met4.png
Scale bar: 50 um.
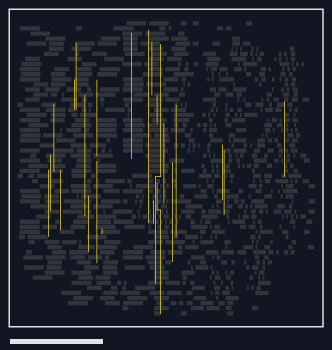
met1.png
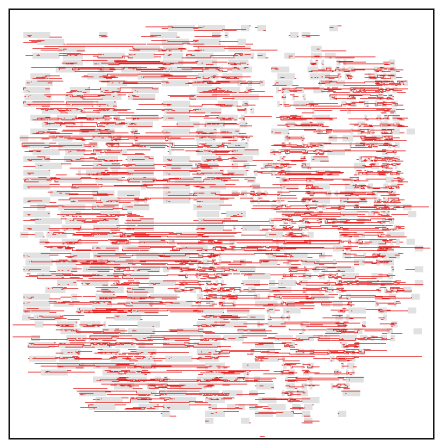
final_congestion.png
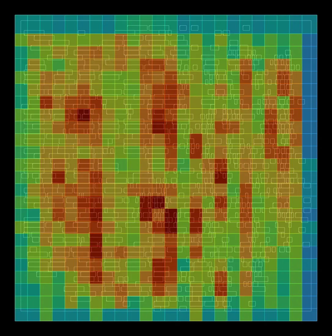
met3.png
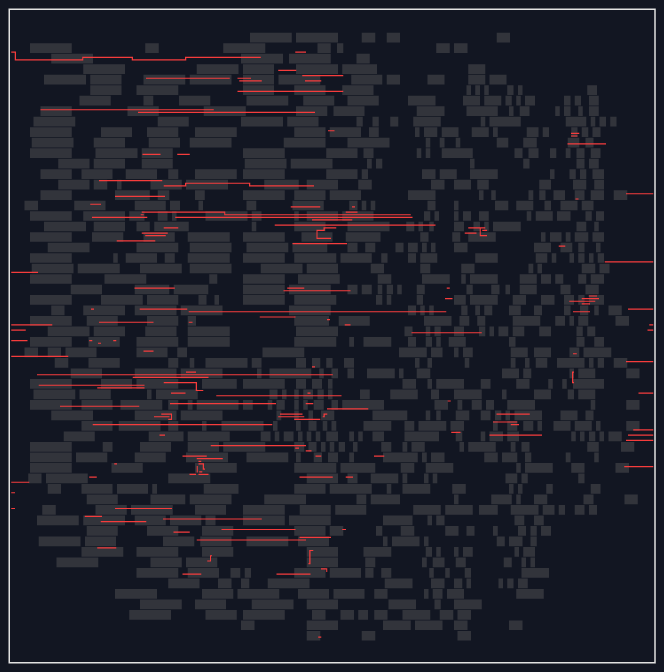
==> config.mk <==
export PLATFORM = sky130hd
export DESIGN_NAME = utc_core_param
export DESIGN_NICKNAME = d
export VERILOG_FILES = /design/src/rtl/utc_pkg.sv /design/src/rtl/utc_alu.sv /design/src/rtl/utc_core_param.sv
export SDC_FILE = /design/constraint.sdc
export NUM_CORES = 1
export LEC_CHECK = 0
export ABC_CLOCK_PERIOD_IN_PS = 6000
export CAP_MARGIN = 20
export CELL_PAD_IN_SITES_DETAIL_PLACEMENT = 1
export CELL_PAD_IN_SITES_GLOBAL_PLACEMENT = 1
export CORE_AREA = 3 3 164 166
export CTS_CLUSTER_SIZE = 8
export DETAILED_ROUTE_END_ITERATION = 7
export DIE_AREA = 0 0 167 169
export PLACE_DENSITY_LB_ADDON = 0.1
export SYNTH_ARGS = -nofsm -noshare
export SYNTH_HDL_FRONTEND = slang
export SYNTH_SLANG_ARGS = --single-unit
export TNS_END_PERCENT = 20
==> constraint.sdc <==
create_clock -name clk -period 6 [get_ports clk]
set_input_delay 0.9 -clock clk [delete_from_list [all_inputs] [get_ports clk]]
set_output_delay 0.9 -clock clk [all_outputs]
set_load 0.02 [all_outputs]
==> impl_metrics.json <==
{
  "run_status": "complete, no violations",
  "initial_antenna_violation_count": 0,
  "synth_largest_type_area_fraction": 0.3785,
  "die_h_um": 169,
  "grt_first_pass_wirelength_um": 48000,
  "critPathKind": "in2out",
  "netlist_instances": 755,
  "die-area_sq_um": 28220,
  "layout_skew_ps": 8.953,
  "postCtsHoldBufs": 0,
  "synth_cell_type_count": 65,
  "min_path_type": "reg2reg",
  "finish.net_count": 832,
  "dpl_cell_area_sq_um": 10920,
  "tightestPinTransition_ps": 1104,
  "max-vdd-ir-drop_mv": 0.1735,
  "cts_root_buf": "sky130_fd_sc_hd__clkbuf_16",
  "synth_top_flop_cell": "sky130_fd_sc_hd__edfxtp_1",
  "clock.fmax_mhz": 234.1,
  "async_reset_ff_frac": 0,
  "edff_count_synth": 128,
  "worstRegToRegCells": 8,
  "grt_start_max_net_pins": 36,
  "insertedDiodeCount": 0,
  "cts_tree": "yes",
  "mappedNetlistNets": 803,
  "chipWidth_um": 167,
  "log.warning_count": 43,
  "setup_tns_ps": 0,
  "ranking_of_synthesized_cells_by_instance_count": "sky130_fd_sc_hd__edfxtp_1, sky130_fd_sc_hd__mux4_2, sky130_fd_sc_hd__nor2_1, sky130_fd_sc_hd__nand2_1, sky130_fd_sc_hd__dfxtp_1",
  "critPathMostFrequentCell": "sky130_fd_sc_hd__mux4_2",
  "final-instance-count-excl-fill": 1132,
  "synth_dominant_cell_count": "sky130_fd_sc_hd__edfxtp_1",
  "area.combinational_sq_um": 5101,
  "final-max-slew-violation-count": 0,
  "max_stage_delay_ps": 560,
  "largest_reg_flops": 128,
  "dp_cells": 1099,
  "cts_buffers": 17,
  "total_power_mw": 2.652,
  "detail_route.vias_per_cell": 6.237,
  "rows": 59,
  "overflow": 0,
  "clock_sink_count": 169,
  "critPathRequiredTime_ps": 5100,
  "post-route-worst-setup-slack_ps": 1728,
  "syn_area_sq_um": 10150,
  "regToRegSetupSlack_ps": 1930,
  "pre_cts_ws_ps": 1431,
  "finalCriticalPeriod_ps": 4272,
  "final.period_utilization": 0.7120,
  "worstPathCellList": "buf_2 > buf_4 > mux4_2 > mux4_2 > clkdlybuf4s50_1",
  "synth.yosys.seq_area_share": 0.4593,
  "critPathMaxFanout": 17,
  "firstDrtPassIters": 5,
  "rsz0062_at_grt": "no",
  "grt_pass1_vias": 7481,
  "max-clock-path-buffers": 2,
  "ant_nets": 0,
  "worstSkewPairLatency_ps": 430,
  "timing.slew.headroom": 0.2533,
  "place_hpwl_um": 22980,
  "synthesis.area_per_instance_sq_um": 13.45,
  "final-setup-viol-count": 0,
  "layout.area.seq_sq_um": 4667,
  "cpLargestDelayFamily": "buffers and inverters",
  "cts_htree_levels": 4,
  "detail_route.drc_violations": 0,
  "fillers": 2614,
  "fp-utilization": 0.3942,
  "crit_cells": 5,
  "ctsResizeCount": 0,
  "syn2layout_area_growth_pct": 13.06,
  "whs_path_depth": 2,
  "num_io_pins": 43,
  "drt-initial-drc-count": 613,
  "io_buffer_count": 42,
  "drv_cap": 0,
  "yosys_warnings": 0,
  "standard_cell_core_area_sq_um": 25760,
  "topCellsByArea": "sky130_fd_sc_hd__edfxtp_1, sky130_fd_sc_hd__mux4_2, sky130_fd_sc_hd__dfxtp_1",
  "timing.critical_path.buf_inv": 3,
  "arrival_ps": 3370,
  "post-synth-top-area-cell": "sky130_fd_sc_hd__edfxtp_1",
  "drive_gt1_frac": 0.2246,
  "crit_path_slowest_cell": "sky130_fd_sc_hd__mux4_2",
  "startpoint_type": "input port",
  "final_util": 0.4456,
  "timing.final.hold_violations": 0,
  "globalplace.congestion": 0.8677,
  "ys_area_sq_um": 10150,
  "sort_of_element_at_the_end_of_the_critical_path": "primary output",
  "leakage_nw": 3.622,
  "worst_setup_hold_path_clk_slew_ps": 70,
  "postCtsSetupBuffers": 0,
  "final_hold_slack_ps": 556.3,
  "pwr_density_cell_nw_per_um2": 231.0,
  "finish.instance_area_sq_um": 11480,
  "synth-cells-yosys": 755,
  "ys.flops": 169
}
Back to the opening pictures, met4.png:
19 nets have wire on it. The wires run mostly vertical.
DRT Wirelength: 32190 um
overall via count from detail_route: 7060

Back to the opening pictures, met1.png:
The longest straight run is 69.0 um. The layer carries 13200 um of wire.
met1 usage in global routing: 0.2812

Back to the opening pictures, final_congestion.png:
global routing met2 resource utilization: 0.4034
total routing usage reported by global routing: 0.2291
average detailed-routed wire length per instance: 28.43 um
most crowded layer after global routing: met2
fraction of met3 tracks used by global routing: 0.04227

Back to the opening pictures, met3.png:
The longest straight run is 76.4 um. 96 nets have wire on it.

==> layer usage <==
layer  part of all wire  GRT usage  vias to the layer above
met5                  0          0                        -
met4              0.033    0.08859                        0
met3              0.045    0.04227                       56
met2               0.51     0.4034                      232
met1               0.41     0.2812                     3716
li1                   -          -                     3056
==> report_power, final <==
part	total, mW	internal [mW]	leakage (nW)	switching (mW)
registers	1.31	1.28	1.49	0.0314
clock network	1.03	0.568	0.243	0.461
logic	0.316	0.147	1.89	0.168
==> kinds of logic (layout without fill, tap and decap cells) <==
kind of cell / after synthesis / count (layout) / share of synthesized area
buf+inv: 93 / 135 / 0.03943
simple gates: 195 / 195 / 0.09525
xor+xnor: 3 / 3 / 0.002588
mux: 147 / 147 / 0.2843
flops: 169 / 169 / 0.4593
compound gates: 120 / 120 / 0.08317
fa+ha+maj: 28 / 28 / 0.03598
==> tightest hold or removal path: stages (launching register included) <==
cell and delay [ps]:
sky130_fd_sc_hd__dfxtp_1 330, sky130_fd_sc_hd__mux2i_1 130, sky130_fd_sc_hd__nor2_1 50
==> final cells by class <==
type | count | share of cell area
Timing Repair Buffer | 68 | 0.05449
Sequential cell | 169 | 0.4065
Clock inverter | 12 | 0.008718
Inverter | 35 | 0.01144
Clock buffer | 20 | 0.03803
Multi-Input combinational cell | 493 | 0.4443
Tap cell | 335 | 0.03651
==> layout by cell type, fill, tap and decap left out, drive strengths merged, types with 8 or more instances in the layout <==
master         Yosys  layout
nor3              13      13
a22oi             16      16
clkbuf            32      20
buf               26      26
ha                26      26
inv               35      37
nand3             10      10
edfxtp           128     128
nor2              71      71
dfxtp             41      41
mux4             113     113
clkdlybuf4s50      0      41
nand2             42      42
a21oi             20      20
nor2b             11      11
o21ai             20      20
mux2i             33      33
a211oi             9       9
nor3b             10      10
nand2b             8       8
a31oi             10      10
No activity file was given, so power comes from the tool's default toggle rates.
